File: src/rtl/cache_pkg.sv
// Constants and types shared by the fill controller, the data/tag arrays
// and the memory arbiter.
package cache_pkg;

    // 16-bit words per cache block
    localparam int BLOCK_WORDS = 8;

    // Byte-offset bits inside a block (16-byte block)
    localparam int OFFSET_BITS = 4;

    typedef enum logic {
        IDLE,
        FILL
    } fill_state_t;

endpackage

File: src/rtl/cache_fill_fsm_counter.sv
// Synchronous-reset up-counter with clear and enable that holds at MAX.
module fill_counter #(
    parameter int unsigned WIDTH = 4,
    parameter int unsigned MAX   = 8
) (
    input  logic             clk,
    input  logic             rst,
    input  logic             clr,
    input  logic             en,
    output logic [WIDTH-1:0] count
);

    localparam logic [WIDTH-1:0] SAT = WIDTH'(MAX);

    // count up on enable, stop at MAX, clear has priority over enable
    always_ff @(posedge clk) begin
        if (rst || clr) begin
            count <= '0;
        end else if (en && (count != SAT)) begin
            count <= count + WIDTH'(1);
        end
    end

endmodule

File: src/rtl/cache_fill_fsm.sv
// Cache miss fill controller: streams one word request per cycle for the
// missing block, writes each returned word into the data array and writes
// the tag on the last word.
module cache_fill_fsm #(
    parameter int unsigned ADDR_W      = 16,
    parameter int unsigned BLOCK_WORDS = cache_pkg::BLOCK_WORDS
) (
    input  logic              clk,
    input  logic              rst,
    input  logic              miss_detected,
    input  logic [ADDR_W-1:0] miss_address,
    input  logic              memory_data_valid,
    input  logic [15:0]       memory_data,
    output logic              fsm_busy,
    output logic              mem_req,
    output logic [ADDR_W-1:0] memory_address,
    output logic              write_data_array,
    output logic [ADDR_W-1:0] fill_address,
    output logic              write_tag_array,
    output logic              fill_done
);

    import cache_pkg::*;

    localparam int unsigned    CW      = $clog2(BLOCK_WORDS) + 1;
    localparam logic [CW-1:0] REQ_END = CW'(BLOCK_WORDS);
    localparam logic [CW-1:0] LAST    = CW'(BLOCK_WORDS - 1);

    fill_state_t       state;
    logic [ADDR_W-1:0] base;
    logic [CW-1:0]     req_cnt;
    logic [CW-1:0]     rcv_cnt;
    logic              accept;
    logic              req_fire;
    logic              rcv_fire;
    logic              last_word;

    // Returned data goes straight from memory to the data array; only the
    // block-aligned part of the miss address is needed here.
    logic unused_bits;
    assign unused_bits = ^{memory_data, miss_address[OFFSET_BITS-1:0]};

    // handshake decode shared by the counters, the FSM and the outputs
    always_comb begin
        accept    = (state == IDLE) && miss_detected;
        req_fire  = (state == FILL) && (req_cnt < REQ_END);
        rcv_fire  = (state == FILL) && memory_data_valid;
        last_word = rcv_fire && (rcv_cnt == LAST);
    end

    fill_counter #(
        .WIDTH (CW),
        .MAX   (BLOCK_WORDS)
    ) u_req_cnt (
        .clk   (clk),
        .rst   (rst),
        .clr   (accept),
        .en    (req_fire),
        .count (req_cnt)
    );

    fill_counter #(
        .WIDTH (CW),
        .MAX   (BLOCK_WORDS)
    ) u_rcv_cnt (
        .clk   (clk),
        .rst   (rst),
        .clr   (accept),
        .en    (rcv_fire),
        .count (rcv_cnt)
    );

    // state and block base: latch base on miss, leave FILL on last return
    always_ff @(posedge clk) begin
        if (rst) begin
            state <= IDLE;
            base  <= '0;
        end else begin
            case (state)
                IDLE: begin
                    if (miss_detected) begin
                        base  <= {miss_address[ADDR_W-1:OFFSET_BITS], {OFFSET_BITS{1'b0}}};
                        state <= FILL;
                    end
                end
                FILL: begin
                    if (last_word) begin
                        state <= IDLE;
                    end
                end
                default: state <= IDLE;
            endcase
        end
    end

    // output decode; addresses read as zero when their strobe is low
    always_comb begin
        fsm_busy         = (state == FILL);
        mem_req          = req_fire;
        memory_address   = req_fire ? (base + ADDR_W'({req_cnt, 1'b0})) : '0;
        write_data_array = rcv_fire;
        fill_address     = rcv_fire ? (base + ADDR_W'({rcv_cnt, 1'b0})) : '0;
        write_tag_array  = last_word;
        fill_done        = last_word;
    end

endmodule

File: config.mk
export PLATFORM = sky130hd
export DESIGN_NAME = cache_fill_fsm
export DESIGN_NICKNAME = d
export VERILOG_FILES = /design/src/rtl/cache_pkg.sv /design/src/rtl/cache_fill_fsm_counter.sv /design/src/rtl/cache_fill_fsm.sv
export SDC_FILE = /design/constraint.sdc
export NUM_CORES = 1
export LEC_CHECK = 0
export CORE_UTILIZATION = 42
export CTS_CLUSTER_DIAMETER = 40
export DETAILED_ROUTE_END_ITERATION = 10
export HOLD_SLACK_MARGIN = 0.1
export PLACE_DENSITY = 0.81
export SLEW_MARGIN = 20
export SYNTH_ARGS = -nofsm -noshare
export SYNTH_HDL_FRONTEND = slang
export SYNTH_HIERARCHICAL = 1
export SYNTH_SLANG_ARGS = --single-unit
File: constraint.sdc
create_clock -name clk -period 2.5 [get_ports clk]
set_clock_uncertainty 0.15 [all_clocks]
set_input_delay 0.625 -clock clk [delete_from_list [all_inputs] [get_ports clk]]
set_output_delay 0.625 -clock clk [all_outputs]
set_load 0.01 [all_outputs]
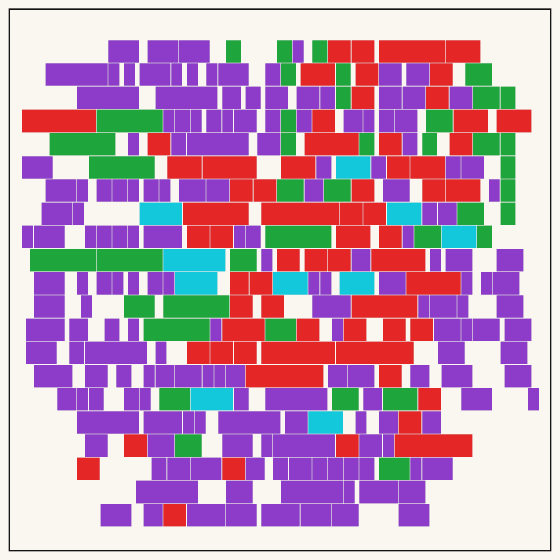
Figure 1: cells by drive strength.
size	color	cells	share
drive 2	green	40	14%
drive 3 to 4	red	65	22%
drive 1 or less	purple	180	61%
drive 6 and up	cyan	10	3.4%
worst setup margin: -99.1 ps
area grow syn2layout: 64.6%
post-layout instance area: 2600 sq um
Non-CTS buffers: 97

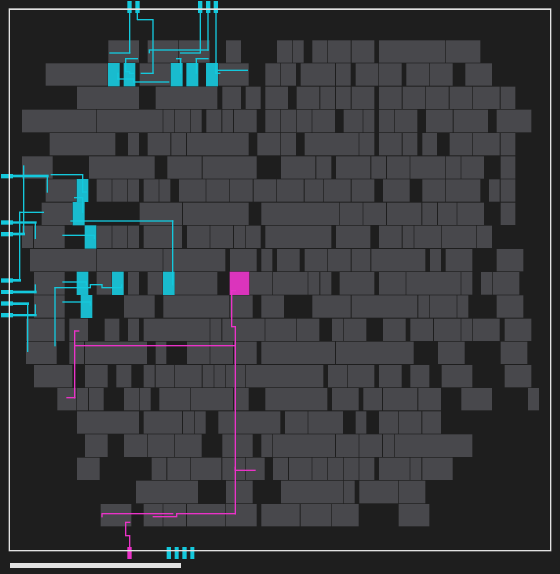
Figure 2: nets reached from selected ports.
Bar = 20 um.
port	color	bits	direction	end cells	buffers	wire
miss_address	cyan	16	input	12	12	163 um
mem_req	magenta	1	output	1	2	80.2 um
I/O pins: 73
I/O Buffers: 50

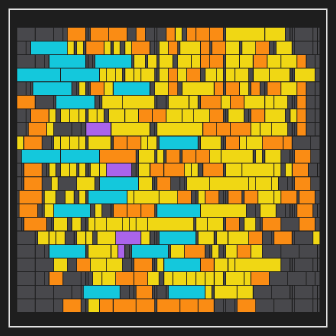
Figure 3: cell classes on the final placement.
Fill, decap, tap and diode cells in gray.
class	color	cells	share of their area
other buffers and delay cells	orange	97	32%
clock drivers and dummy loads	purple	4	1.8%
flops	cyan	21	17%
all other logic	yellow	173	49%
Placement Rows: 21
Final Core Density: 75.0%

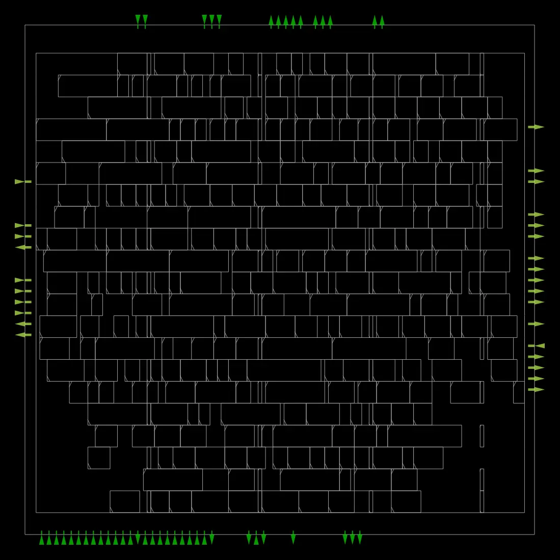
Figure 4: placed standard cells.
core footprint: 3470 sq um
TAP cells: 46
Seq area share: 16.8%
Fillers: 248

==> flow_summary.toml <==
# implementation run metrics
[status]
status = "finished with violations"
failed_checks = "setup timing"

[placement]
dp_hpwl_mm = 3.27
post-place-ws_ps = -450

[yosys]
synth.avg_cell_area_sq_um = 7.60
area_leaders = "dfxtp_1 27%, a21oi_1 7.9%, nand2_1 7.4%"
yosys_warnings = 6
synth.distinct_cells = 34
yosysMostFrequentCell = "nand2_1"
fa_ha_area_share_pct = 6.33

[sta]
fmax_mhz = 385
worst_slack_ps = -99.1
report.final.slew_viol_count = 0
whs_ps = 340
min_period_over_period_pct = 104
setup_viol = 8
setup_tns_ps = -272
final_hold_viol_count = 0

[finish]
final_common_cell = "buf_4"
stdcell_count = 341
seqCellArea_sq_um = 438

[min_path]
hold_end = "base[6]"
hp-class = "reg -> reg"

[power]
powerComb_w = 0.000186
clock_net_power_w = 0.000219
seqPwrFrac_pct = 48.2
p_int_w = 0.000556

[worst_setup_path]
max_stage_delay_ps = 440
cpMostUsedCell = "ha_4"
cp.required_ps = 1730
worstSetupStartpointType = "flop"
crit_path_end = "memory_address[12]"
arrival_ps = 1820

[clock_network]
cts_tree = "built"
cts_setup_buffers = 5
holdBufCountCts = 0
htreeDepth = 1
root_buffer = "clkbuf_8"

[floorplan]
die_y_um = 63.3
die_width_um = 63.3
dieArea_sq_um = 4010

[global_routing]
first_global_vias = 1699
grt_max_degree = 20
grt_pass1_wl_mm = 7.65

[routing]
vias_per_cell = 5.36
drtIter0Drc = 105
